### src/rtl/load_store_unit_if.sv
// Bus bundles for the load/store unit: the request/response port toward the
// control FSM, and the req/ack port toward the unified memory.
interface lsu_req_if;
  logic        req_valid;
  logic        req_ready;
  logic        req_write;
  logic [2:0]  req_funct3;
  logic [31:0] req_addr;
  logic [31:0] req_wdata;
  logic        rsp_valid;
  logic [31:0] rsp_rdata;
  logic        rsp_misaligned;
  logic        rsp_fault;

  modport master (
    output req_valid, req_write, req_funct3, req_addr, req_wdata,
    input  req_ready, rsp_valid, rsp_rdata, rsp_misaligned, rsp_fault
  );
  modport slave (
    input  req_valid, req_write, req_funct3, req_addr, req_wdata,
    output req_ready, rsp_valid, rsp_rdata, rsp_misaligned, rsp_fault
  );
endinterface

interface lsu_mem_if;
  logic        mem_req;
  logic        mem_we;
  logic [31:0] mem_addr;
  logic [31:0] mem_wdata;
  logic [3:0]  mem_be;
  logic        mem_ack;
  logic [31:0] mem_rdata;

  modport master (
    output mem_req, mem_we, mem_addr, mem_wdata, mem_be,
    input  mem_ack, mem_rdata
  );
  modport slave (
    input  mem_req, mem_we, mem_addr, mem_wdata, mem_be,
    output mem_ack, mem_rdata
  );
endinterface

### src/rtl/load_store_unit.sv
// Multicycle load/store unit: alignment check, byte-enable and store-data
// generation, req/ack memory handshake with timeout, extended load result.
module load_store_unit #(
  parameter int TIMEOUT = 255
) (
  input logic       clk,
  input logic       reset,
  lsu_req_if.slave  req,
  lsu_mem_if.master mem
);

  localparam int CNT_W = (TIMEOUT > 1) ? $clog2(TIMEOUT + 1) : 1;

  typedef enum logic [1:0] {IDLE, ACCESS, RESP} state_t;

  function automatic logic illegal_f3(input logic write, input logic [2:0] f3);
    if (write) return f3 > 3'd2;
    return (f3 == 3'd3) || (f3 > 3'd5);
  endfunction

  function automatic logic misaligned(input logic [2:0] f3, input logic [1:0] off);
    case (f3[1:0])
      2'd1:    return off[0];
      2'd2:    return off != 2'd0;
      default: return 1'b0;
    endcase
  endfunction

  function automatic logic [3:0] byte_en(input logic [2:0] f3, input logic [1:0] off);
    case (f3[1:0])
      2'd0:    return 4'b0001 << off;
      2'd1:    return 4'b0011 << off;
      default: return 4'b1111;
    endcase
  endfunction

  function automatic logic [31:0] rep_wdata(input logic [2:0] f3, input logic [31:0] wd);
    case (f3[1:0])
      2'd0:    return {4{wd[7:0]}};
      2'd1:    return {2{wd[15:0]}};
      default: return wd;
    endcase
  endfunction

  function automatic logic [31:0] load_ext(input logic [2:0] f3, input logic [1:0] off,
                                           input logic [31:0] rdata);
    logic        [31:0] sh;
    logic signed [7:0]  b;
    logic signed [15:0] h;
    logic signed [31:0] r;
    sh = rdata >> {off, 3'b000};
    b  = sh[7:0];
    h  = sh[15:0];
    case (f3)
      3'd0:    r = b;
      3'd1:    r = h;
      3'd4:    r = {24'd0, sh[7:0]};
      3'd5:    r = {16'd0, sh[15:0]};
      default: r = sh;
    endcase
    return r;
  endfunction

  state_t             state, state_nxt;
  logic               accept;
  logic               req_illegal;
  logic               req_misaligned;
  logic               timed_out;
  logic [CNT_W-1:0]   wait_cnt;
  logic [2:0]         f3_p0;
  logic [1:0]         off_p0;
  logic               we_p0;
  logic [31:0]        mem_addr_p0;
  logic [31:0]        mem_wdata_p0;
  logic [3:0]         mem_be_p0;
  logic [31:0]        rsp_rdata_p1;
  logic               rsp_mis_p1;
  logic               rsp_fault_p1;

  assign accept         = req.req_valid && (state == IDLE);
  assign req_illegal    = illegal_f3(req.req_write, req.req_funct3);
  assign req_misaligned = misaligned(req.req_funct3, req.req_addr[1:0]);
  // The TIMEOUT-th waiting cycle is the last one; an ack in it still wins.
  assign timed_out      = (TIMEOUT != 0) && (wait_cnt == CNT_W'(TIMEOUT - 1));

  always_ff @(posedge clk or negedge reset) begin
    if (!reset) state <= IDLE;
    else        state <= state_nxt;
  end

  always_comb begin
    state_nxt = state;
    case (state)
      IDLE:    if (req.req_valid)
                 state_nxt = (req_illegal || req_misaligned) ? RESP : ACCESS;
      ACCESS:  if (mem.mem_ack || timed_out) state_nxt = RESP;
      RESP:    state_nxt = IDLE;
      default: state_nxt = IDLE;
    endcase
  end

  // Request capture at accept; response capture on ack or timeout
  always_ff @(posedge clk or negedge reset) begin
    if (!reset) begin
      wait_cnt     <= '0;
      f3_p0        <= '0;
      off_p0       <= '0;
      we_p0        <= 1'b0;
      mem_addr_p0  <= '0;
      mem_wdata_p0 <= '0;
      mem_be_p0    <= '0;
      rsp_rdata_p1 <= '0;
      rsp_mis_p1   <= 1'b0;
      rsp_fault_p1 <= 1'b0;
    end else if (accept) begin
      wait_cnt     <= '0;
      f3_p0        <= req.req_funct3;
      off_p0       <= req.req_addr[1:0];
      we_p0        <= req.req_write;
      mem_addr_p0  <= {req.req_addr[31:2], 2'b00};
      mem_wdata_p0 <= rep_wdata(req.req_funct3, req.req_wdata);
      mem_be_p0    <= byte_en(req.req_funct3, req.req_addr[1:0]);
      rsp_fault_p1 <= req_illegal;
      rsp_mis_p1   <= !req_illegal && req_misaligned;
      if (req_illegal || req_misaligned) rsp_rdata_p1 <= '0;
    end else if (state == ACCESS) begin
      if (mem.mem_ack) begin
        rsp_rdata_p1 <= we_p0 ? 32'd0 : load_ext(f3_p0, off_p0, mem.mem_rdata);
      end else if (timed_out) begin
        rsp_fault_p1 <= 1'b1;
        rsp_rdata_p1 <= '0;
      end else if (TIMEOUT != 0) begin
        wait_cnt <= wait_cnt + CNT_W'(1);
      end
    end
  end

  assign req.req_ready      = (state == IDLE);
  assign req.rsp_valid      = (state == RESP);
  assign req.rsp_rdata      = rsp_rdata_p1;
  assign req.rsp_misaligned = rsp_mis_p1;
  assign req.rsp_fault      = rsp_fault_p1;

  assign mem.mem_req   = (state == ACCESS);
  assign mem.mem_we    = we_p0 && (state == ACCESS);
  assign mem.mem_addr  = mem_addr_p0;
  assign mem.mem_wdata = mem_wdata_p0;
  assign mem.mem_be    = mem_be_p0;

endmodule

### src/flat_wrapper.sv
// flat-port wrapper written by rule: the top's interface ports become plain ports
module load_store_unit_flat 
#(
  parameter int TIMEOUT = 255
)
  (clk, reset, req_req_valid, req_req_write, req_req_funct3, req_req_addr, req_req_wdata, req_req_ready, req_rsp_valid, req_rsp_rdata, req_rsp_misaligned, req_rsp_fault, mem_mem_req, mem_mem_we, mem_mem_addr, mem_mem_wdata, mem_mem_be, mem_mem_ack, mem_mem_rdata);
  lsu_req_if req_i ();
  lsu_mem_if mem_i ();
  input logic clk;
  input logic reset;
  input wire logic [$bits(req_i.req_valid)-1:0] req_req_valid;
  input wire logic [$bits(req_i.req_write)-1:0] req_req_write;
  input wire logic [$bits(req_i.req_funct3)-1:0] req_req_funct3;
  input wire logic [$bits(req_i.req_addr)-1:0] req_req_addr;
  input wire logic [$bits(req_i.req_wdata)-1:0] req_req_wdata;
  output wire logic [$bits(req_i.req_ready)-1:0] req_req_ready;
  output wire logic [$bits(req_i.rsp_valid)-1:0] req_rsp_valid;
  output wire logic [$bits(req_i.rsp_rdata)-1:0] req_rsp_rdata;
  output wire logic [$bits(req_i.rsp_misaligned)-1:0] req_rsp_misaligned;
  output wire logic [$bits(req_i.rsp_fault)-1:0] req_rsp_fault;
  output wire logic [$bits(mem_i.mem_req)-1:0] mem_mem_req;
  output wire logic [$bits(mem_i.mem_we)-1:0] mem_mem_we;
  output wire logic [$bits(mem_i.mem_addr)-1:0] mem_mem_addr;
  output wire logic [$bits(mem_i.mem_wdata)-1:0] mem_mem_wdata;
  output wire logic [$bits(mem_i.mem_be)-1:0] mem_mem_be;
  input wire logic [$bits(mem_i.mem_ack)-1:0] mem_mem_ack;
  input wire logic [$bits(mem_i.mem_rdata)-1:0] mem_mem_rdata;
  assign req_i.req_valid = req_req_valid;
  assign req_i.req_write = req_req_write;
  assign req_i.req_funct3 = req_req_funct3;
  assign req_i.req_addr = req_req_addr;
  assign req_i.req_wdata = req_req_wdata;
  assign req_req_ready = req_i.req_ready;
  assign req_rsp_valid = req_i.rsp_valid;
  assign req_rsp_rdata = req_i.rsp_rdata;
  assign req_rsp_misaligned = req_i.rsp_misaligned;
  assign req_rsp_fault = req_i.rsp_fault;
  assign mem_mem_req = mem_i.mem_req;
  assign mem_mem_we = mem_i.mem_we;
  assign mem_mem_addr = mem_i.mem_addr;
  assign mem_mem_wdata = mem_i.mem_wdata;
  assign mem_mem_be = mem_i.mem_be;
  assign mem_i.mem_ack = mem_mem_ack;
  assign mem_i.mem_rdata = mem_mem_rdata;
  load_store_unit #(.TIMEOUT(TIMEOUT)) u_core (.clk(clk), .reset(reset), .req(req_i), .mem(mem_i));
endmodule
### config.mk
export PLATFORM = sky130hd
export DESIGN_NAME = load_store_unit_flat
export DESIGN_NICKNAME = d
export VERILOG_FILES = /design/src/rtl/load_store_unit_if.sv /design/src/rtl/load_store_unit.sv /design/src/flat_wrapper.sv
export SDC_FILE = /design/constraint.sdc
export NUM_CORES = 1
export LEC_CHECK = 0
export ABC_AREA = 1
export CAP_MARGIN = 20
export CORE_MARGIN = 2
export CORE_UTILIZATION = 49
export DETAILED_ROUTE_END_ITERATION = 12
export GPL_TIMING_DRIVEN = 0
export HOLD_SLACK_MARGIN = 0.05
export PLACE_DENSITY = 0.87
export RECOVER_POWER = 100
export SLEW_MARGIN = 0
export SYNTH_ARGS = -nofsm -noshare
export SYNTH_HDL_FRONTEND = slang
export SYNTH_SLANG_ARGS = --single-unit
### constraint.sdc
create_clock -name clk -period 4.26 [get_ports clk]
set_input_delay 0.852 -clock clk [delete_from_list [all_inputs] [get_ports clk]]
set_output_delay 0.852 -clock clk [all_outputs]
set_load 0.02 [all_outputs]
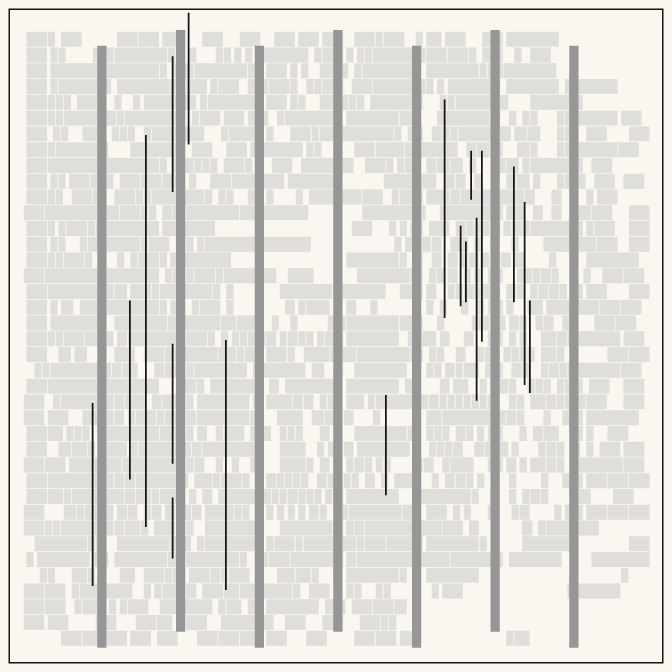
*The metal 4 layer, run 1*
Supply wires on this layer in gray.
main direction	vertical
nets with wire on the layer	16
wire length on this layer	469 um
wirelength, routed: 18400 um
vias post-DR: 5992

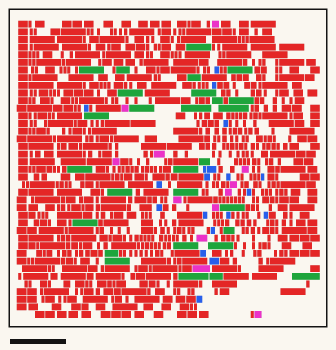
*Drive-strength map, run 1*
The bar under the picture is 20 um long.
color	size	cells	share
red	_0 and _1 cells	910	94%
green	_6 and larger	28	2.9%
blue	_2 cells	19	2.0%
magenta	_3 and _4 cells	12	1.2%
minimum setup slack in the final design: 984 ps
layout overhead on the synthesized area: 48.8%
final cell area excluding filler cells: 8580 sq um
Non-CTS buffers: 252

==> README.md, run 1 <==
| Item | This run | Unit |
|:---|:---|:---|
| Cell-by-cell listing of the critical path | dlygate4sd3_1, inv_1, ha_1, clkbuf_1, nor2_1, inv_1, nor2_1, clkbuf_1, o22ai_1, nand2_1 | - |
| Sequential group power | 0.00164 | W |
| Clk slew on worst S/H paths | 50 | ps |
| Launch instance of the worst min-delay path | u_core.mem.mem_addr[27] | - |
| Power Dens Cells | 616 | nW/um^2 |
| Initial standard-cell utilization of the core | 50.3 | % |
| # clk buffers | 21 | - |
| Detailed-routed wire length on met3 | 1720 | um |
| Kind of critical path | input pin to flop | - |
| Yosys warns | 0 | - |
| Average instance area after synthesis | 7.89 | sq um |
| Cell count after placement | 1083 | - |
| Total cell area reported by yosys after synthesis | 5770 | sq um |
| TritonCTS clock tree | yes | - |
| Result of the run | completed | - |
| Post-synthesis share of cell area spent on and, or, nand and nor gates | 30.3 | % |
| Top logic family | simple AND/OR/NAND/NOR gates | - |
| End of the worst hold path | u_core.mem.mem_addr[27] | - |
| Number of vias per cell | 5.39 | - |
| Most Used Layer, Global Route | met2 | - |
| Final hold viol count | 0 | - |
| Flops out of synthesis | 116 | - |
| Initial detailed-routing violation count | 416 | - |
| End-of-flow core utilization | 74.8 | % |
| Largest fanout on the critical path | 10 | - |
| Power share of the combinational group | 41.3 | % |
| Combined flip-flop and latch cell area | 2900 | sq um |
| Share of the synthesized area in the top cell type | 50.3 | % |
| Slowest cell delay on critical path | 590 | ps |
| Crit path max-delay cell type | sky130_fd_sc_hd__dlygate4sd3_1 | - |
| Top cells by count | sky130_fd_sc_hd__nand2_1 (311), sky130_fd_sc_hd__dfrtp_1 (116), sky130_fd_sc_hd__nand3_1 (47), sky130_fd_sc_hd__inv_1 (38), sky130_fd_sc_hd__o21ai_0 (34) | - |
| Final setup TNS | 0 | ps |
| Count of cell instances traversed by the critical path | 10 | - |
| Number of hold buffers added after cts | 0 | - |
| Reg2reg setup slack | 2120 | ps |
| Number of multi-input logic gates | 530 | - |
| Worst max-slew margin expressed relative to the limit | 1.72 | % |
| Power Internal | 0.00328 | W |
| Number of well-tap cells placed | 143 | - |
| Combinational fraction of the cell area | 28.2 | % |
| Number of buffers inserted during clock tree synthesis | 17 | - |
| Yosys cell count | 731 | - |
| Final Max Slew Viols | 0 | - |
| Number of routed nets with antenna violations | 0 | - |
| Boundary Pins | 210 | - |
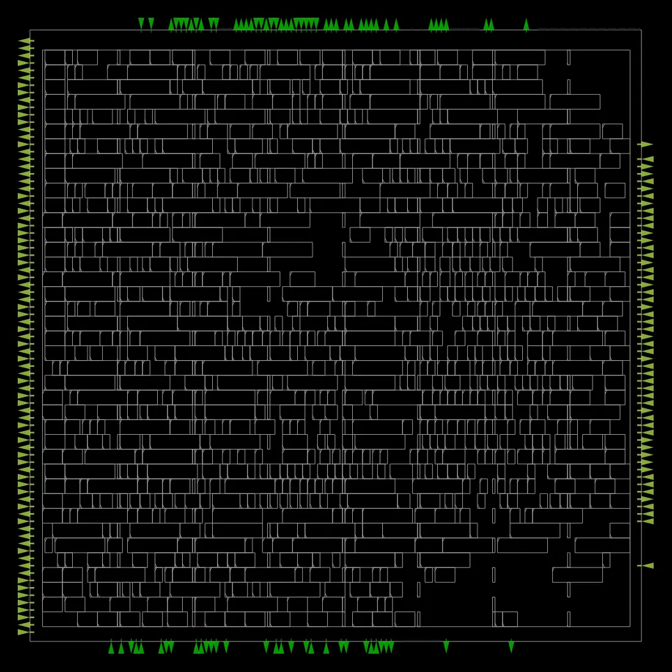
*Placement view, run 1*
Rows: 39
register share of the cell area: 33.8%
area of the core: 11500 sq um

### The metal 3 layer, run 1

The bar under the picture is 20 um long.
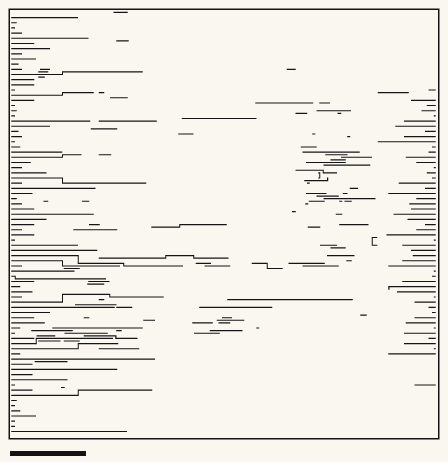

==> run 2: changes to the inputs <==
Settings changed: CORE_UTILIZATION 49 to 45, PLACE_DENSITY 0.87 to 0.81.
Clock period 4.26 ns to 3.4 ns, I/O delays scaled along.
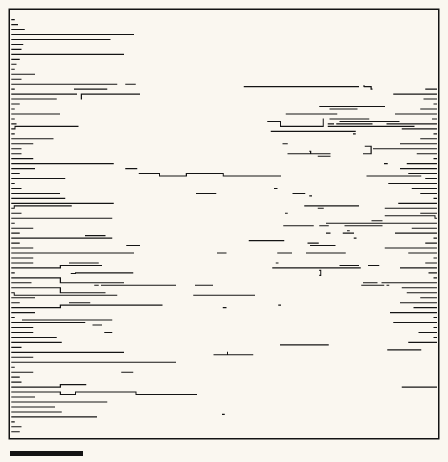
*The metal 3 layer, run 2*
The bar under the picture is 20 um long.
main direction	horizontal
longest straight run	44.9 um
nets with wire on the layer	184
wire length on this layer	1920 um
share of all routed wire	10%
vias post-DR: 5814
global routing met3 resource utilization: 9.53%

==> run 2 against run 1 <==
  * Global-route usage shrank 2.1 points
  * First-iteration DRC count decreased by 12%
  * Worst hold slack gained 1.3 ps
  * Sequential power is 26% higher
  * Synthesized cell count stayed put
  * Utilization decreased by 6.1 points
  * Final area is 0.63% higher
  * Register-to-register slack worse by 800 ps
  * Clock-buffer cell count grew 1
  * Clock skew is 3.2 ps lower
  * Area after synthesis stayed put
  * Critical endpoint is now u_core.req.rsp_rdata[17]
==> README.md, run 2 <==
| Item | This run | Unit | Change |
|:---|:---|:---|:---|
| Share of the synthesized area in the top cell type | 50.3 | % | unchanged |
| Area of the core | 12600 | sq um | was 11500 sq um |
| Top cells by count | sky130_fd_sc_hd__nand2_1 (311), sky130_fd_sc_hd__dfrtp_1 (116), sky130_fd_sc_hd__nand3_1 (47), sky130_fd_sc_hd__inv_1 (38), sky130_fd_sc_hd__o21ai_0 (34) | - | unchanged |
| # clk buffers | 22 | - | was 21 |
| Cell-by-cell listing of the critical path | dlygate4sd3_1, inv_1, ha_1, buf_6, nand2_1, nand2_1, a21oi_1, nand2_1, nand2_1, buf_6, clkbuf_1, nand2_1, nand2_1 | - | was dlygate4sd3_1, inv_1, ha_1, clkbuf_1, nor2_1, inv_1, nor2_1, clkbuf_1, o22ai_1, nand2_1 |
| Final cell area excluding filler cells | 8630 | sq um | was 8580 sq um |
| Boundary Pins | 210 | - | unchanged |
| Register share of the cell area | 33.6 | % | was 33.8% |
| TritonCTS clock tree | yes | - | unchanged |
| Non-CTS buffers | 252 | - | unchanged |
| Average instance area after synthesis | 7.89 | sq um | unchanged |
| Wirelength, routed | 18700 | um | was 18400 um |
| End of the worst hold path | u_core.mem.mem_addr[16] | - | was u_core.mem.mem_addr[27] |
| Post-synthesis share of cell area spent on and, or, nand and nor gates | 30.3 | % | unchanged |
| Minimum setup slack in the final design | 613 | ps | was 984 ps |
| Yosys warns | 0 | - | unchanged |
| Detailed-routed wire length on met3 | 1920 | um | was 1720 um |
| Power share of the combinational group | 41.0 | % | was 41.3% |
| Result of the run | completed | - | unchanged |
| Launch instance of the worst min-delay path | u_core.mem.mem_addr[16] | - | was u_core.mem.mem_addr[27] |
| Slowest cell delay on critical path | 610 | ps | was 590 ps |
| Layout overhead on the synthesized area | 49.7 | % | was 48.8% |
| Count of cell instances traversed by the critical path | 13 | - | was 10 |
| Rows | 41 | - | was 39 |
| Reg2reg setup slack | 1320 | ps | was 2120 ps |
| Number of vias per cell | 5.08 | - | was 5.39 |
| Clk slew on worst S/H paths | 50 | ps | about the same |
### The metal 4 layer, run 2

Supply wires on this layer in gray.
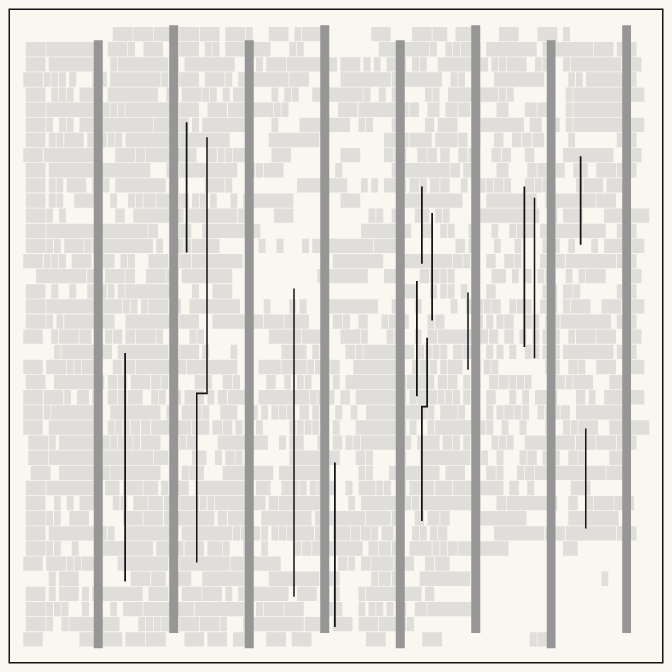

==> run 3: changes to the inputs <==
Settings changed: CORE_UTILIZATION 45 to 41, PLACE_DENSITY 0.81 to 0.77.
Clock period 3.4 ns to 2.5 ns, I/O delays scaled along.
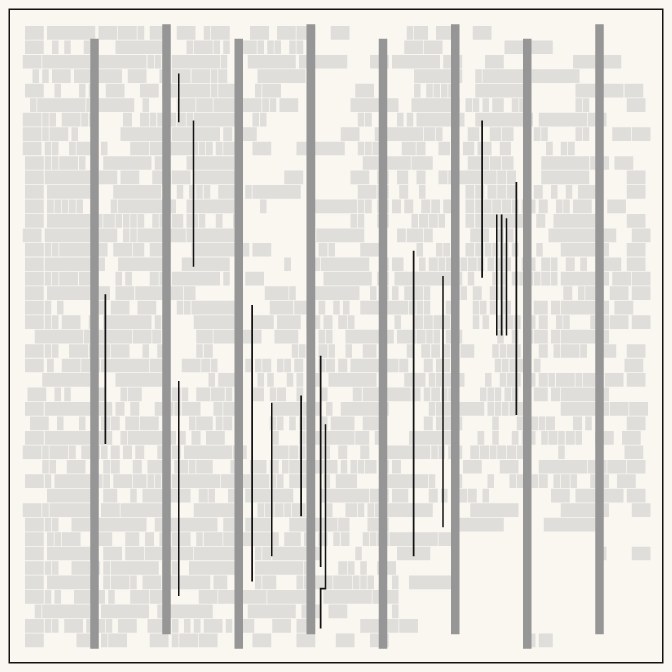
*The metal 4 layer, run 3*
Supply wires on this layer in gray.
share of all routed wire	2.8%
main direction	vertical
nets with wire on the layer	12
longest straight run	57.1 um
wirelength, routed: 19000 um
vias post-DR: 5834

==> run 3 against run 2 <==
  * Setup slack worse by 450 ps
  * Sequential cell count is the same
  * Clock power is 31% higher
  * Global-route usage decreased by 2.0 points
==> README.md, run 3 <==
| Item | This run | Unit | Change |
|:---|:---|:---|:---|
| Result of the run | completed | - | unchanged |
| Minimum setup slack in the final design | 164 | ps | was 613 ps |
| Top logic family | simple AND/OR/NAND/NOR gates | - | unchanged |
| Kind of critical path | input pin to flop | - | unchanged |
| Crit path max-delay cell type | sky130_fd_sc_hd__clkdlybuf4s50_1 | - | was sky130_fd_sc_hd__dlygate4sd3_1 |
| Number of buffers inserted during clock tree synthesis | 17 | - | unchanged |
| Area of the core | 13800 | sq um | was 12600 sq um |
| Most Used Layer, Global Route | met2 | - | unchanged |
| Final setup TNS | 0 | ps | unchanged |
| Slowest cell delay on critical path | 530 | ps | was 610 ps |
| Share of the synthesized area in the top cell type | 50.3 | % | unchanged |
| Cell-by-cell listing of the critical path | clkdlybuf4s50_1, inv_1, ha_1, buf_6, nor2_1, nand2_1, nand2_1, nand2_1, nand2_1, nand2_1, buf_6, clkbuf_4, nand2_1, nand2_1 | - | was dlygate4sd3_1, inv_1, ha_1, buf_6, nand2_1, nand2_1, a21oi_1, nand2_1, nand2_1, buf_6, clkbuf_1, nand2_1, nand2_1 |
| Total cell area reported by yosys after synthesis | 5770 | sq um | unchanged |
| Power Internal | 0.00551 | W | was 0.00415 W |
| Non-CTS buffers | 253 | - | was 252 |
| Final hold viol count | 0 | - | unchanged |
| Number of multi-input logic gates | 530 | - | unchanged |
| Reg2reg setup slack | 360 | ps | was 1320 ps |
| Rows | 43 | - | was 41 |
| Register share of the cell area | 33.5 | % | was 33.6% |
| Final cell area excluding filler cells | 8670 | sq um | was 8630 sq um |
| Number of routed nets with antenna violations | 0 | - | unchanged |
| Clk slew on worst S/H paths | 60 | ps | was 50 ps |
| Largest fanout on the critical path | 10 | - | unchanged |
| Boundary Pins | 210 | - | unchanged |
| Number of hold buffers added after cts | 1 | - | was 0 |
| Cell count after placement | 1120 | - | was 1112 |
No activity file was given, so power comes from the tool's default toggle rates.
